### Signal wires on met2, run 1

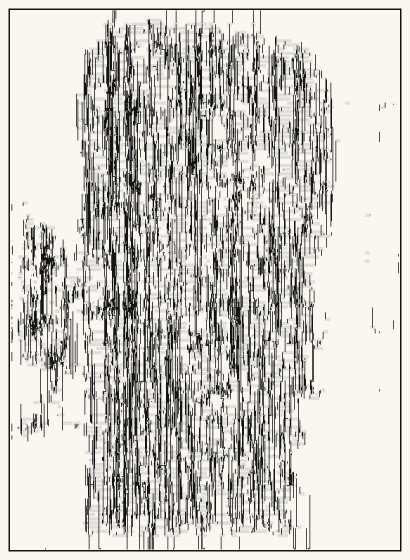
### Cell placement, run 1

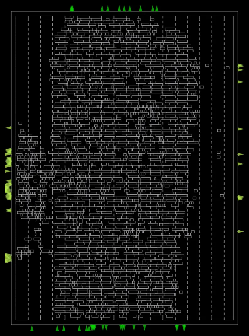
### Placed cells, one color a class, run 1

Fill, decap, tap and diode cells in gray.
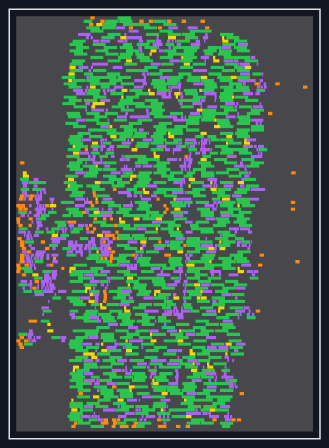
[src/rtl/analyser_pkg.sv]
// Shared defaults for the buffered signal analyser.
// Holds width/depth defaults and the saturating drop-counter helper.
package analyser_pkg;

  localparam int DEF_DATA_WIDTH = 8;
  localparam int DEF_TIME_WIDTH = 32;
  localparam int DEF_DEPTH      = 16;
  localparam int DROP_WIDTH     = 16;

  function automatic logic [DROP_WIDTH-1:0] sat_inc(
    input logic [DROP_WIDTH-1:0] v
  );
    return (&v) ? v : v + 1'b1;
  endfunction

endpackage

[src/rtl/analyser_fifo.sv]
// Synchronous show-ahead FIFO: dout is the head entry whenever !empty.
// Ports: clk, rst, push/din, pop, dout, full, empty, count.
module analyser_fifo #(
  parameter int WIDTH = 8,
  parameter int DEPTH = 16
) (
  input  logic                   clk,
  input  logic                   rst,
  input  logic                   push,
  input  logic [WIDTH-1:0]       din,
  input  logic                   pop,
  output logic [WIDTH-1:0]       dout,
  output logic                   full,
  output logic                   empty,
  output logic [$clog2(DEPTH):0] count
);

  localparam int AW = $clog2(DEPTH);
  localparam logic [AW:0] FULL_CNT = (AW+1)'(DEPTH);

  logic [WIDTH-1:0] mem [DEPTH];
  logic [AW-1:0]    wr_ptr;
  logic [AW-1:0]    rd_ptr;
  logic [AW:0]      cnt;
  logic             wr_en;
  logic             rd_en;

  assign full  = (cnt == FULL_CNT);
  assign empty = (cnt == '0);
  assign count = cnt;
  assign dout  = mem[rd_ptr];

  // A push into a full FIFO is legal only when the head leaves
  // on the same edge.
  assign rd_en = pop && !empty;
  assign wr_en = push && (!full || rd_en);

  always_ff @(posedge clk) begin
    if (!rst && wr_en) begin
      mem[wr_ptr] <= din;
    end
  end

  always_ff @(posedge clk) begin
    if (rst) begin
      wr_ptr <= '0;
      rd_ptr <= '0;
      cnt    <= '0;
    end else begin
      if (wr_en) wr_ptr <= wr_ptr + 1'b1;
      if (rd_en) rd_ptr <= rd_ptr + 1'b1;
      case ({wr_en, rd_en})
        2'b10:   cnt <= cnt + 1'b1;
        2'b01:   cnt <= cnt - 1'b1;
        default: cnt <= cnt;
      endcase
    end
  end

endmodule

[src/rtl/buffered_signal_analyser.sv]
// Timestamps masked changes on dataIn and buffers them for a consumer.
// Ports: clk, rst, dataIn, mask, enable in; outReady/outValid handshake,
// dataOut/dataTime head entry, count, overflow, dropped status out.
module buffered_signal_analyser
  import analyser_pkg::*;
#(
  parameter int DATA_WIDTH = DEF_DATA_WIDTH,
  parameter int TIME_WIDTH = DEF_TIME_WIDTH,
  parameter int DEPTH      = DEF_DEPTH
) (
  input  logic                   clk,
  input  logic                   rst,
  input  logic [DATA_WIDTH-1:0]  dataIn,
  input  logic [DATA_WIDTH-1:0]  mask,
  input  logic                   enable,
  input  logic                   outReady,
  output logic                   outValid,
  output logic [DATA_WIDTH-1:0]  dataOut,
  output logic [TIME_WIDTH-1:0]  dataTime,
  output logic [$clog2(DEPTH):0] count,
  output logic                   overflow,
  output logic [DROP_WIDTH-1:0]  dropped
);

  localparam int EW = DATA_WIDTH + TIME_WIDTH;

  logic [TIME_WIDTH-1:0] tnow;
  logic [DATA_WIDTH-1:0] last_data;
  logic                  primer;
  logic [EW-1:0]         hold_q;
  logic [EW-1:0]         head;
  logic [EW-1:0]         shown;
  logic                  full;
  logic                  empty;
  logic                  evt;
  logic                  pop;
  logic                  push;
  logic                  drop;

  // Primer forces the first enabled sample through regardless of mask.
  assign evt  = enable &&
                (primer || |((dataIn ^ last_data) & mask));
  assign pop  = !empty && outReady;
  assign push = evt && (!full || pop);
  assign drop = evt && full && !pop;

  analyser_fifo #(
    .WIDTH (EW),
    .DEPTH (DEPTH)
  ) u_fifo (
    .clk   (clk),
    .rst   (rst),
    .push  (push),
    .din   ({dataIn, tnow}),
    .pop   (pop),
    .dout  (head),
    .full  (full),
    .empty (empty),
    .count (count)
  );

  // While empty the FIFO head is stale, so show the last head seen.
  assign outValid = !empty;
  assign shown    = empty ? hold_q : head;
  assign dataOut  = shown[EW-1:TIME_WIDTH];
  assign dataTime = shown[TIME_WIDTH-1:0];

  always_ff @(posedge clk) begin
    if (rst) begin
      tnow      <= '0;
      last_data <= '0;
      primer    <= 1'b1;
      hold_q    <= '0;
      overflow  <= 1'b0;
      dropped   <= '0;
    end else begin
      tnow   <= tnow + 1'b1;
      primer <= !enable;
      if (enable) last_data <= dataIn;
      if (!empty) hold_q <= head;
      if (drop) begin
        overflow <= 1'b1;
        dropped  <= sat_inc(dropped);
      end
    end
  end

endmodule

[config.mk]
export PLATFORM = sky130hd
export DESIGN_NAME = buffered_signal_analyser
export DESIGN_NICKNAME = d
export VERILOG_FILES = /design/src/rtl/analyser_pkg.sv /design/src/rtl/analyser_fifo.sv /design/src/rtl/buffered_signal_analyser.sv
export SDC_FILE = /design/constraint.sdc
export NUM_CORES = 1
export LEC_CHECK = 0
export CAP_MARGIN = 20
export CORE_ASPECT_RATIO = 1.4
export CORE_MARGIN = 5
export CORE_UTILIZATION = 35
export CTS_BUF_LIST = sky130_fd_sc_hd__clkbuf_8
export CTS_CLUSTER_DIAMETER = 60
export CTS_CLUSTER_SIZE = 10
export DETAILED_ROUTE_END_ITERATION = 12
export PLACE_DENSITY = 0.57
export SYNTH_ARGS = -nofsm -noshare
export SYNTH_HDL_FRONTEND = slang
export SYNTH_SLANG_ARGS = --single-unit
[constraint.sdc]
create_clock -name clk -period 14.95 [get_ports clk]
set_clock_uncertainty 0.05 [all_clocks]
set_input_delay 2.2425 -clock clk [delete_from_list [all_inputs] [get_ports clk]]
set_output_delay 2.2425 -clock clk [all_outputs]
set_load 0.02 [all_outputs]
==> changes_impl.md, run 1 <==
### Changed

* Status: finished clean
* Core Util at FP at 0.351
* Cell total in the yosys stat output at 1654
* Hold WS at between 0.4 and 0.5 ns
* Via Count at between 15000 and 20000
* Avg Cell Area, Syn at 17.8 um2
* Via-to-Cell Ratio at between 5 and 6
* DR iter-0 viols at between 1000 and 1500
* Warnings, synthesis at 0
* CP top delay family: buffers and inverters
* CP dominant cell by count: buf_4
* Sw Pwr at 1.59 mW
* Tool Warnings at 31
* Clock share of power at 0.245
* Cell area leaders: edfxtp_1 (65%), mux4_2 (12%), dfxtp_1 (7.8%)
* Final hold violations at 0
* Final net count at about 1800
* Distinct lib cells used at 46
* DIE WIDTH at 255 um
* Hold WC Path Type: flop to flop
* DP HPWL at 36100 um
* Num ports at 83
* Post-synth seq share at 0.730
* GR Overflow Total at 0
* Max-area cell share at 0.652
* GPL Wtd Cong at around 0.76
* Peak Freq at 139 MHz
* Initial antenna violation count at 1
* DP Area at 0.0318 mm2
* Startpoint types: flop
* Asr flop ratio synth at 0
* Synth Instances at 1654
* Root Driver: clkbuf_8
* Max incr delay on CP at between 0.8 and 0.9 ns
* Setup repair bufs after CTS at 0
* Crit-path max FO at 46
* Max-cap violations at 0
* Kind of end point of the critical path: output pin
* Crit path arrival time at 4.91 ns
* Drt drc at 0
* Unrepaired setup endpoints after global routing: no
* DRT antenna net count at 0
* Routed wire per std cell at about 23 um
* Hold_buf cts at 0
* Number of detailed-route iterations in the first pass at 5
* TritonCTS clock tree: yes
* Syn-to-layout area delta at 12.9%
* Final max-slew violation count at 0
* Commonest flop: edfxtp_1
* Flip-flops with a built-in enable at 640
* Die ar. at between 0.09 and 0.1 mm2
* Min Tclk post-route at 7.20 ns
* Post-synth area from yosys stat at 0.0295 mm2
* First-pass GRT wire length at 101000 um
* Layout cells sized above 1 at 0.185
* Clk_lat worst skew at 0.69 ns
* Post-synthesis net count at 1686
* Seq pwr share at 0.466
* Cells along the critical path: buf_4 > buf_4 > mux4_2 > mux2i_1 > nand2_1 > o21ai_0 > nor2b_1 > clkdlybuf4s50_1
* Routed WL at 66400 um
* Clk sinks at about 760
* P_int at 3.52 mW
* Combinational power share at 0.289
* Most frequent logic cell in the layout: edfxtp_1
* Worst-case vdd ir drop at 0.109 mV
* Worst path required time at 12.66 ns
* Placed insts at ~2800
* Yosys reg bits at 755
* Total global-route track usage at 0.148
* Worst Max-Slew Pin Slew at 1.06 ns
* H-tree Lvls at 3
* Setup TNS at 0 ns
* Top cells excl fill/tap: edfxtp_1 (640), mux4_2 (160), dfxtp_1 (112)
* Worst slew margin at 0.295
* Clock Tree Buf Depth at 3
* LEAKAGE at 10.4 nW
* Top cell type by total area after synthesis: edfxtp_1
* Final setup violation count at 0
* PwrDens at around 150 mW/mm2
* Switching share of power at 0.312
* Chip height at 353 um
* WP buf/inv at 3
* Largest net degree at the start of global routing at 161
* CTS clk-pin slew, worst paths at 0.07 ns
* Resized cells post-CTS at 0
* Number of global-route vias before repair at 16200
* Slowest-stage cell, CP: dfxtp_4
* Synthesized cell area at just under 0.03 mm2
* IO Port Bufs at 82
* Total power at between 5 and 6 mW
* Worst Path Class, Setup: flop to output pin
* Final period util at 0.482
Back to the opening pictures, 'Signal wires on met2':
The wires run mostly vertical. The layer carries 34.2 mm of wire. 1603 nets have wire on it.

Back to the opening pictures, 'Cell placement':
sequential cell area share: 0.647
core box area: 0.0840 mm2
Row Count: 126
fin cells: 2946
Tap Count: 1088

Back to the opening pictures, 'Placed cells, one color a class':
Yellow marks clock drivers and dummy loads, cells 154, share of their area 4.6%. Green marks registers, cells 755, share of their area 67%. Purple marks remaining logic cells, cells 815, share of their area 24%. Orange marks remaining buffers and delay cells, cells 133, share of their area 3.8%.
Final Util: 0.396
Final Cell Area: 0.0333 mm2

[run 1: area by class of cell]
cell class | count | area, um2
well taps | 1088 | 1360
fillers | 7573 | 50800
clock buffers | 86 | 1180
multi-input cells | 803 | 7650
repair buffers | 133 | 1210
inverters | 12 | 45.0
flip-flops and latches | 755 | 21500
clock inverters | 68 | 285
diodes | 1 | 2.50
[run 1: sequential cells by signal, indices dropped and copies added, names as in the netlist, 4 cells and up, named ones only]
name           count
tnow              32
u_fifo.count       5
last_data          8
u_fifo.rd_ptr      4
dropped           16
u_fifo.mem       640
hold_q            40
u_fifo.wr_ptr      4
[run 1: through the flow]
| step | utilization | worst slack [ns] |
|---|---|---|
| floorplan | - | 7.54 |
| global placement | 0.378 | 8.16 |
| detailed placement | 0.378 | 8.21 |
| CTS | 0.396 | 7.42 |
| global route | 0.396 | 7.14 |
| finish | 0.396 | 7.75 |
[run 1: cell usage after synthesis (all sizes together), types with 2 or more instances]
cell	count
xor2	28
edfxtp	640
and4	3
buf	36
nand2b	50
dfxtp	115
a21oi	24
a22oi	3
inv	12
o31ai	6
nand2	106
nor3b	41
nand4	9
xnor2	9
mux2i	51
nor4	11
and2	3
nor2	61
ha	11
nor2b	50
or2	2
o21ai	54
mux4	160
clkbuf	48
nand3	61
or3	13
or4	5
nor3	19
mux2	7
and3	7
[run 1: routing by layer]
metal | GRT usage | share of wire | vias up
met4 | 0.0459 | 0.023 | 0
met2 | 0.253 | 0.51 | 343
met1 | 0.194 | 0.42 | 7980
li1 | - | - | 6730
met3 | 0.0228 | 0.046 | 86
met5 | 0 | 0 | -
[run 1: path summary, 6_finish.rpt]
check | cells past startpoint | start | slack [ns] | to
worst max-delay path | 8 | flop | 7.75 | dataTime[13]
worst min-delay path | 1 | overflow | 0.44 | overflow
worst max register to register | 7 | flop | 11.09 | hold_q[13]
worst min register to register | 1 | overflow | 0.44 | overflow
[run 1: cell families after synthesis]
family | share of synthesized area
AND/OR/NAND/NOR | 0.0806
multiplexers | 0.142
adder cells (fa/ha/maj) | 0.00535
AND-OR/OR-AND | 0.0169
flip-flops | 0.730
buffers and inverters | 0.0138
XOR/XNOR | 0.0110
[run 1: power groups by stage]
stage                     logic, mW  registers [mW]  clock network, mW
after global placement         1.51            2.42                  0
after global routing           1.60            2.39               1.39
after detailed placement       1.52            2.43                  0
after CTS                      1.52            2.38               1.30
after floorplan               0.900            2.41                  0
final                          1.48            2.38               1.25
### Metal 3, run 1

Bar = 100 um.
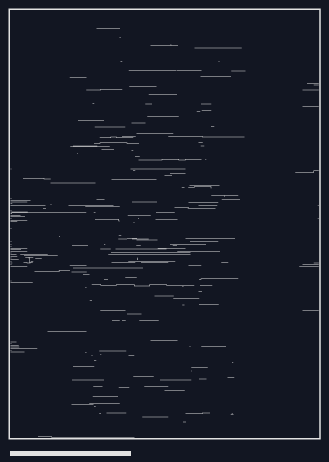

==> run 2: changes to the inputs <==
--- a/config.mk
+++ b/config.mk
@@ -13,7 +13,7 @@
 export CTS_CLUSTER_DIAMETER = 60
 export CTS_CLUSTER_SIZE = 10
 export DETAILED_ROUTE_END_ITERATION = 12
-export PLACE_DENSITY = 0.57
+export PLACE_DENSITY = 0.59
 export SYNTH_ARGS = -nofsm -noshare
 export SYNTH_HDL_FRONTEND = slang
 export SYNTH_SLANG_ARGS = --single-unit
==> constraint.sdc (replaced) <==
create_clock -name clk -period 6 [get_ports clk]
set_clock_uncertainty 0.05 [all_clocks]
set_input_delay 0.9 -clock clk [delete_from_list [all_inputs] [get_ports clk]]
set_output_delay 0.9 -clock clk [all_outputs]
set_load 0.02 [all_outputs]
### Metal 3, run 2

Bar = 100 um.
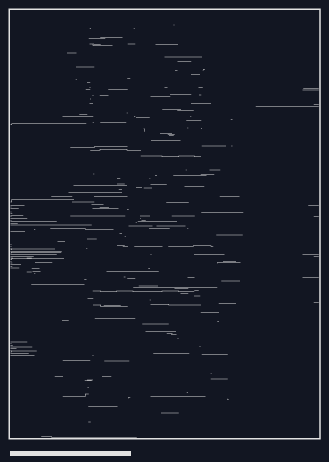
The wires run mostly horizontal. The layer holds 4.4% of the routed length.

### Placed cells, one color a class, run 2

Fill, decap, tap and diode cells in gray.
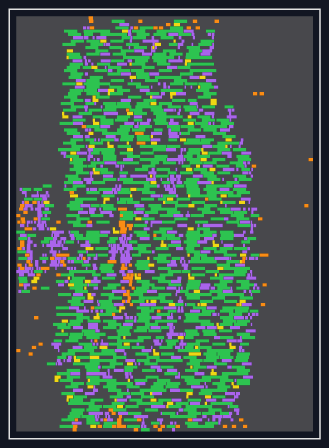
Purple marks remaining logic cells, cells 815, share of their area 24%. Orange marks remaining buffers and delay cells, cells 135, share of their area 4.0%. Green marks registers, cells 755, share of their area 67%. Yellow marks clock drivers and dummy loads, cells 157, share of their area 4.7%.
Final Cell Area: 0.0334 mm2
Final Util: 0.397
sequential cell area share: 0.645

==> changes_impl.md, run 2 <==
### Changed

* Kind of end point of the critical path: output pin
* Comb gate area at 0.00765 mm2 (unchanged)
* FF-to-FF End: u_fifo.count[4]
* Min Tclk post-route at 4.84 ns
* Via Count at 15200 (+0.099%)
* Post-Synth XOR/XNOR Area at 0.0110 (unchanged)
* LEAKAGE at 10.4 nW (+0.43%)
* Routed wire per std cell at 22.8 um (+1.2%)
* CTS clk-pin slew, worst paths at 0.07 ns (about the same)
* Post-synth seq share at 0.730 (unchanged)
* Root Driver: clkbuf_8
* Worst Setup EP: dataTime[13]
* Commonest flop: edfxtp_1
* Asr flop ratio synth at 0 (unchanged)
* Resized cells post-CTS at 0 (unchanged)
* Initial antenna violation count at 1 (unchanged)
* Peak Freq at 207 MHz
* Chip height at 353 um (unchanged)
* Cell total in the yosys stat output at 1654 (unchanged)
* Layout cells sized above 1 at 0.186 (+0.00165)
* DR iter-0 viols at 1163 (+3.7%)
* Cell area leaders: edfxtp_1 (65%), mux4_2 (12%), dfxtp_1 (7.8%)
* Worst reg-to-reg path cell count at 13 (+6)
* IO Port Bufs at 82 (unchanged)
* Syn-to-layout area delta at 13.2%
* Warnings, synthesis at 0 (unchanged)
* Synth Instances at 1654 (unchanged)
* Unrepaired setup endpoints after global routing: no
* Worst-case vdd ir drop at 0.253 mV (+130%)
* Final setup violation count at 0 (unchanged)
* Startpoint types: flop
* DIE WIDTH at 255 um (unchanged)
* Synth top cell by count: edfxtp_1
* Flop area at 0.0215 mm2 (unchanged)
* R2R Setup Slk at 2.53 ns (-8.56 ns)
* Post-synth area from yosys stat at 0.0295 mm2 (unchanged)
* Via-to-Cell Ratio at 5.14 (about the same)
* Number of global-route vias before repair at 16100 (-0.49%)
* Max FFs per register at 640 (unchanged)
* Top cell type by total area after synthesis: edfxtp_1
* Num ports at 83 (unchanged)
* Max-cap violations at 0 (unchanged)
* Placed insts at 2793 (+0.072%)
* Total global-route track usage at 0.149 (+0.00166)
* Final max-slew violation count at 0 (unchanged)
* DRT antenna net count at 0 (unchanged)
* Hold WS at 0.449 ns (+0.00992 ns)
* Worst Max-Slew Pin Slew at 1.00 ns (-0.0576 ns)
* Fill cells at 7500 (-0.96%)
* Top cells excl fill/tap: edfxtp_1 (640), mux4_2 (160), dfxtp_1 (112)
* H-tree Lvls at 3 (unchanged)
* DP HPWL at 37400 um (+3.5%)
* Clk sinks at 755 (unchanged)
* Max-area cell share at 0.652 (unchanged)
* Die ar. at 0.0902 mm2 (unchanged)
* Worst slew margin at 0.327 (+0.0322)
* Status: finished clean
* Clock Tree Buf Depth at 3 (unchanged)
* Most frequent logic cell in the layout: edfxtp_1
* Post-synthesis net count at 1686 (unchanged)
* GPL Wtd Cong at 0.737 (-2.4%)
* Final hold violations at 0 (unchanged)
* Flip-flops with a built-in enable at 640 (unchanged)
* TritonCTS clock tree: yes
* Crit path arrival time at 3.89 ns (-1.02 ns)
* Largest reg by FF count: u_fifo.mem
* PwrDens at 384 mW/mm2 (+150%)
* Largest net degree at the start of global routing at 73 (-55%)
* Total CTS buffers at 86
* Final period util at 0.807
* Yosys simple share at 0.0806 (unchanged)
* Row Count at 126 (unchanged)
* Clk_lat worst skew at 0.70 ns (about the same)
* Final net count at 1825 (+0.11%)
* Top cells by count: edfxtp_1 (640), mux4_2 (160), dfxtp_1 (115), nand2_1 (106)
* Hold WC Path Type: flop to flop
* Synth logic family: multiplexers
* Yosys reg bits at 755 (unchanged)
* Drt drc at 0 (unchanged)
* Regs by FF count: u_fifo.mem x640, hold_q x40, tnow x32
* Synthesized cell area at 0.0295 mm2 (unchanged)
* Distinct lib cells used at 46 (unchanged)
* Hold_buf cts at 0 (unchanged)
* Multiplexer share at 0.142 (unchanged)
* Core box area at 0.0840 mm2 (unchanged)
* Avg Cell Area, Syn at 17.8 um2 (unchanged)
* Worst path required time at 5.05 ns (-7.61 ns)
* Tool Warnings at 30 (-3.2%)
* Complex Gates by Area at 0.0169 (unchanged)
* Adder Share, Synth at 0.00535 (unchanged)
* Worst Path Class, Setup: flop to output pin
* Fin cells at 2951 (+0.17%)
* Core Util at FP at 0.351 (unchanged)
* Reg2reg start: u_fifo.count[0]
* Setup repair bufs after CTS at 0 (unchanged)
* Crit-path max FO at 43 (-6.5%)
* First-pass GRT wire length at 102000 um (+0.85%)
* Routed WL at 67300 um (+1.4%)
* Critical Path Source: u_fifo.count[0]
* GR Overflow Total at 0 (unchanged)
* Number of detailed-route iterations in the first pass at 5 (unchanged)
[run 2: cell counts after synthesis]
Identical to the previous run, type by type.
[run 2: worst min path at each step]
stage / from / endpoint / slack (ns) / depth (start not counted)
2_1_floorplan: last_data[0] / last_data[0] / 0.43 / 2
3_3_place_gp: overflow / overflow / 0.42 / 1
4_1_cts: dropped[5] / dropped[5] / 0.45 / 2
6_report: overflow / overflow / 0.45 / 1
3_5_place_dp: dropped[5] / dropped[5] / 0.44 / 2
5_1_grt: dropped[5] / dropped[5] / 0.47 / 2
[run 2: layout make-up]
cell class,instances,area share
antenna,1,0.0000750
clock buffer,88,0.0363
clock inverter,69,0.00893
inverter,12,0.00135
multi-input combinational,803,0.229
sequential,755,0.645
tap,1088,0.0408
timing repair buffer,135,0.0380
[run 2: cell families after synthesis]
kind of cell,Yosys count
AND-OR/OR-AND,91
XOR/XNOR,37
adder cells (fa/ha/maj),12
buffers and inverters,96
flip-flops,755
multiplexers,218
AND/OR/NAND/NOR,445
[run 2: critical path, stage by stage (launching register included)]
cell and delay, ns:
dfxtp_1 0.50, nor4_4 0.10, nand2b_2 0.09, buf_4 0.60
nor2b_4 0.58, buf_12 0.32, nand3_1 0.19, nor2b_1 0.20
clkdlybuf4s50_1 0.58
[run 2: report_power, final]
group | internal (mW) | total, mW | switching [mW] | leakage [nW]
combinational | 1.64 | 3.70 | 2.07 | 2.63
clock | 1.38 | 3.16 | 1.78 | 0.975
sequential | 5.82 | 5.95 | 0.139 | 6.85
total | 8.83 | 12.8 | 3.99 | 10.4
[run 2: layer usage]
metal | vias up | global-route usage | wire (um) | part of all wire
met5 | - | 0 | 0 | 0
met2 | 333 | 0.268 | 36100 | 0.54
li1 | 6749 | - | - | -
met4 | 0 | 0.0433 | 1560 | 0.023
met1 | 7971 | 0.183 | 26800 | 0.40
met3 | 101 | 0.0267 | 2950 | 0.044
[run 2: metrics by stage]
stage | worst slack [ns] | TNS, ns | utilization | power (mW) | instance area, um2
6_report | 1.16 | 0 | 0.397 | 12.8 | 33400
5_1_grt | 0.983 | 0 | 0.397 | 13.5 | 33400
4_1_cts | 1.03 | 0 | 0.397 | 13.1 | 33400
3_5_place_dp | 1.26 | 0 | 0.379 | 9.88 | 31900
3_3_place_gp | 1.24 | 0 | 0.379 | 9.83 | 31900
2_1_floorplan | -0.0713 | -11.41 | - | 8.25 | 29500
### Signal wires on met2, run 2

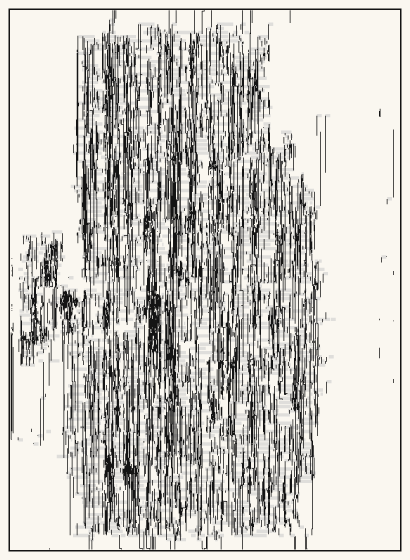

==> run 3: changes to the inputs <==
==> constraint.sdc (replaced) <==
create_clock -name clk -period 3.9 [get_ports clk]
set_clock_uncertainty 0.05 [all_clocks]
set_input_delay 0.585 -clock clk [delete_from_list [all_inputs] [get_ports clk]]
set_output_delay 0.585 -clock clk [all_outputs]
set_load 0.02 [all_outputs]
### Signal wires on met2, run 3

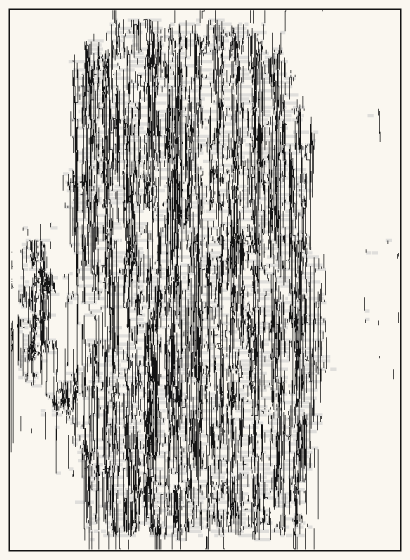
met2 Track Usage GR: 0.290
Via Count: 15400
Routed WL: 71200 um

### Metal 3, run 3

Bar = 100 um.
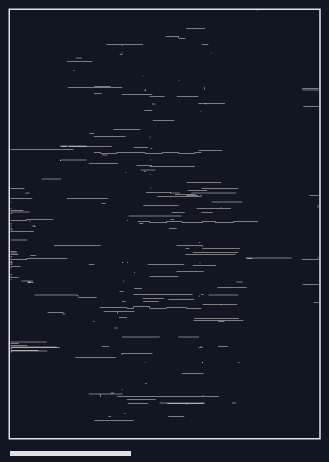
met3 usage: 0.0243

==> changes_impl.md, run 3 <==
### Changed

* Max FFs per register at 640 (unchanged)
* Worst slew margin at 0.480 (+0.153)
* Clk_lat worst skew at 0.69 ns (about the same)
* Crit-path max FO at 34 (-21%)
* Startpoint types: flop
* Drt drc at 0 (unchanged)
* Synthesized cell area at 0.0295 mm2 (unchanged)
* Slowest-stage cell, CP: mux4_2
* Cell total in the yosys stat output at 1654 (unchanged)
* Clock Tree Buf Depth at 3 (unchanged)
* Worst Path Class, Setup: flop to output pin
* Root Driver: clkbuf_8
* Synth top cell by count: edfxtp_1
* Setup TNS at 0 ns (unchanged)
* Core Util at FP at 0.351 (unchanged)
* First-pass GRT wire length at 104000 um (+2.2%)
* Cells along the critical path: buf_12 > mux4_2 > mux2i_1 > nand2_1 > o21ai_0 > nor2b_1 > clkdlybuf4s50_1
* Top cells excl fill/tap: edfxtp_1 (640), mux4_2 (160), dfxtp_1 (112)
* Final Cell Area at 0.0342 mm2 (+2.5%)
* Num ports at 83 (unchanged)
* Layout cells sized above 1 at 0.202 (+0.0161)
* Post-synth seq share at 0.730 (unchanged)
* Routed wire per std cell at 23.9 um (+4.6%)
* Fin worst setup slack at 0.156 ns (-1.00 ns)
* H-tree Lvls at 3 (unchanged)
* Final setup violation count at 0 (unchanged)
* Warnings, synthesis at 0 (unchanged)
* Top cells by count: edfxtp_1 (640), mux4_2 (160), dfxtp_1 (115), nand2_1 (106)
* IO Port Bufs at 82 (unchanged)
* Min Tclk post-route at 3.74 ns
* Asr flop ratio synth at 0 (unchanged)
* Final period util at 0.960
* Status: finished clean
* Peak Freq at 267 MHz
* Largest net degree at the start of global routing at 105 (+44%)
* Row Count at 126 (unchanged)
* LEAKAGE at 10.9 nW (+4.0%)
* Cell area leaders: edfxtp_1 (65%), mux4_2 (12%), dfxtp_1 (7.8%)
* Synth Instances at 1654 (unchanged)
* Final hold violations at 0 (unchanged)
* Worst Max-Slew Pin Slew at 0.779 ns (-0.221 ns)
* Regs by FF count: u_fifo.mem x640, hold_q x40, tnow x32
* Place WS at 0.137 ns (-1.12 ns)
* Final max-slew violation count at 0 (unchanged)
* Via-to-Cell Ratio at 5.15 (+0.29%)
* Max-area cell share at 0.652 (unchanged)
* Number of detailed-route iterations in the first pass at 5 (unchanged)
* Distinct lib cells used at 46 (unchanged)
* Worst-case vdd ir drop at 0.490 mV (+93%)
* CTS clk-pin slew, worst paths at 0.07 ns (about the same)
* Max-cap violations at 0 (unchanged)
* TritonCTS clock tree: yes
* Flip-flops with a built-in enable at 640 (unchanged)
* Initial antenna violation count at 3 (+2)
* Final Util at 0.407 (+0.00999)
* Top cell type by total area after synthesis: edfxtp_1
* Number of global-route vias before repair at 16400 (+2.0%)
* Die ar. at 0.0902 mm2 (unchanged)
* Core box area at 0.0840 mm2 (unchanged)
* DP Area at 0.0325 mm2 (+2.0%)
* DR iter-0 viols at 1079 (-7.2%)
* Syn-to-layout area delta at 16.0%
* Tool Warnings at 35 (+17%)
* Largest reg by FF count: u_fifo.mem
* Total global-route track usage at 0.154 (+0.00447)
* Avg Cell Area, Syn at 17.8 um2 (unchanged)
* DP HPWL at 39300 um (+5.0%)
* Hold WC Path Type: input port to flop
* Final net count at 1853 (+1.5%)
* Total power at 19.8 mW (+55%)
* Post-synth area from yosys stat at 0.0295 mm2 (unchanged)
* DIE WIDTH at 255 um (unchanged)
* Commonest flop: edfxtp_1
* Kind of end point of the critical path: output pin
* Unrepaired setup endpoints after global routing: yes
* Chip height at 353 um (unchanged)
* Worst path required time at 3.26 ns (-1.79 ns)
* Total CTS buffers at 85 (-1.2%)
* Clk sinks at 755 (unchanged)
* GR Overflow Total at 0 (unchanged)
* Max incr delay on CP at 0.55 ns (-0.05 ns)
* Crit path arrival time at 3.11 ns (-0.78 ns)
* Post-synthesis net count at 1686 (unchanged)
* GPL Wtd Cong at 0.743 (+0.84%)
* Yosys reg bits at 755 (unchanged)
==> run 3: cell families (layout without fill, tap and decap cells) <==
kind of cell | count (synthesis) | after routing | synth area share
muxes | 218 | 218 | 0.142
buffers and inverters | 96 | 332 | 0.0138
DFF | 755 | 755 | 0.730
other | 0 | 2 | 0
AOI/OAI and AO/OA | 91 | 91 | 0.0169
adders and majority gates | 12 | 12 | 0.00535
and+or+nand+nor | 445 | 447 | 0.0806
xor gates and xnor gates | 37 | 37 | 0.0110
==> run 3: final timing paths <==
path | from | end | slack (ns) | cells past startpoint
max | flop | dataTime[4] | 0.16 | 7
min | rst | u_fifo.wr_ptr[1] | 0.22 | 2
max reg2reg | u_fifo.count[1] | u_fifo.count[4] | 0.57 | 13
min reg2reg | overflow | overflow | 0.46 | 1
==> run 3: worst max-delay path: cells and delay by family (launching register included) <==
family	cells	cell delay (ns)
AOI/OAI and AO/OA	1	0.12
buffers and inverters	2	0.85
DFF	1	0.50
muxes	2	0.74
and+or+nand+nor	2	0.17
==> run 3: routing by layer <==
| layer | part of all wire | global-route usage | up-vias |
|---|---|---|---|
| li1 | - | - | 6823 |
| met1 | 0.39 | 0.180 | 8134 |
| met2 | 0.55 | 0.290 | 313 |
| met3 | 0.041 | 0.0243 | 86 |
| met4 | 0.019 | 0.0412 | 2 |
| met5 | 0.00015 | 0 | - |
==> run 3: power breakdown <==
group          internal, mW  switching [mW]  total, mW
Clock                  2.17            2.73       4.89
Combinational          2.56            3.31       5.88
Sequential             8.94           0.130       9.07
Total                  13.7            6.17       19.8
==> run 3: through the flow <==
step / instances / hold slack [ns]
final: 2982 / 0.222
after global routing: 2981 / 0.197
after CTS: 2973 / 0.169
after detailed placement: 2812 / 0.434
after global placement: 2812 / 0.420
after floorplan: 1654 / 0.431
==> run 3: layout make-up <==
cell class | count | area, um2
fillers | 7558 | 49800
diodes | 2 | 5.00
inverters | 12 | 45.0
well taps | 1088 | 1360
multi-input cells | 805 | 7730
flip-flops and latches | 755 | 21500
clock buffers | 88 | 1210
repair buffers | 162 | 2010
clock inverters | 70 | 305
==> run 3: repair_timing <==
item / 4_1_cts / 5_1_grt
hold buffers: 0 / 0
resized: 22 / 15
endpoints found under the setup margin: 38 / 25
gates cloned: 0 / 4
setup buffers: 3 / 3
pin swaps: 0 / 1
Power is estimated from default activity; no workload was simulated.
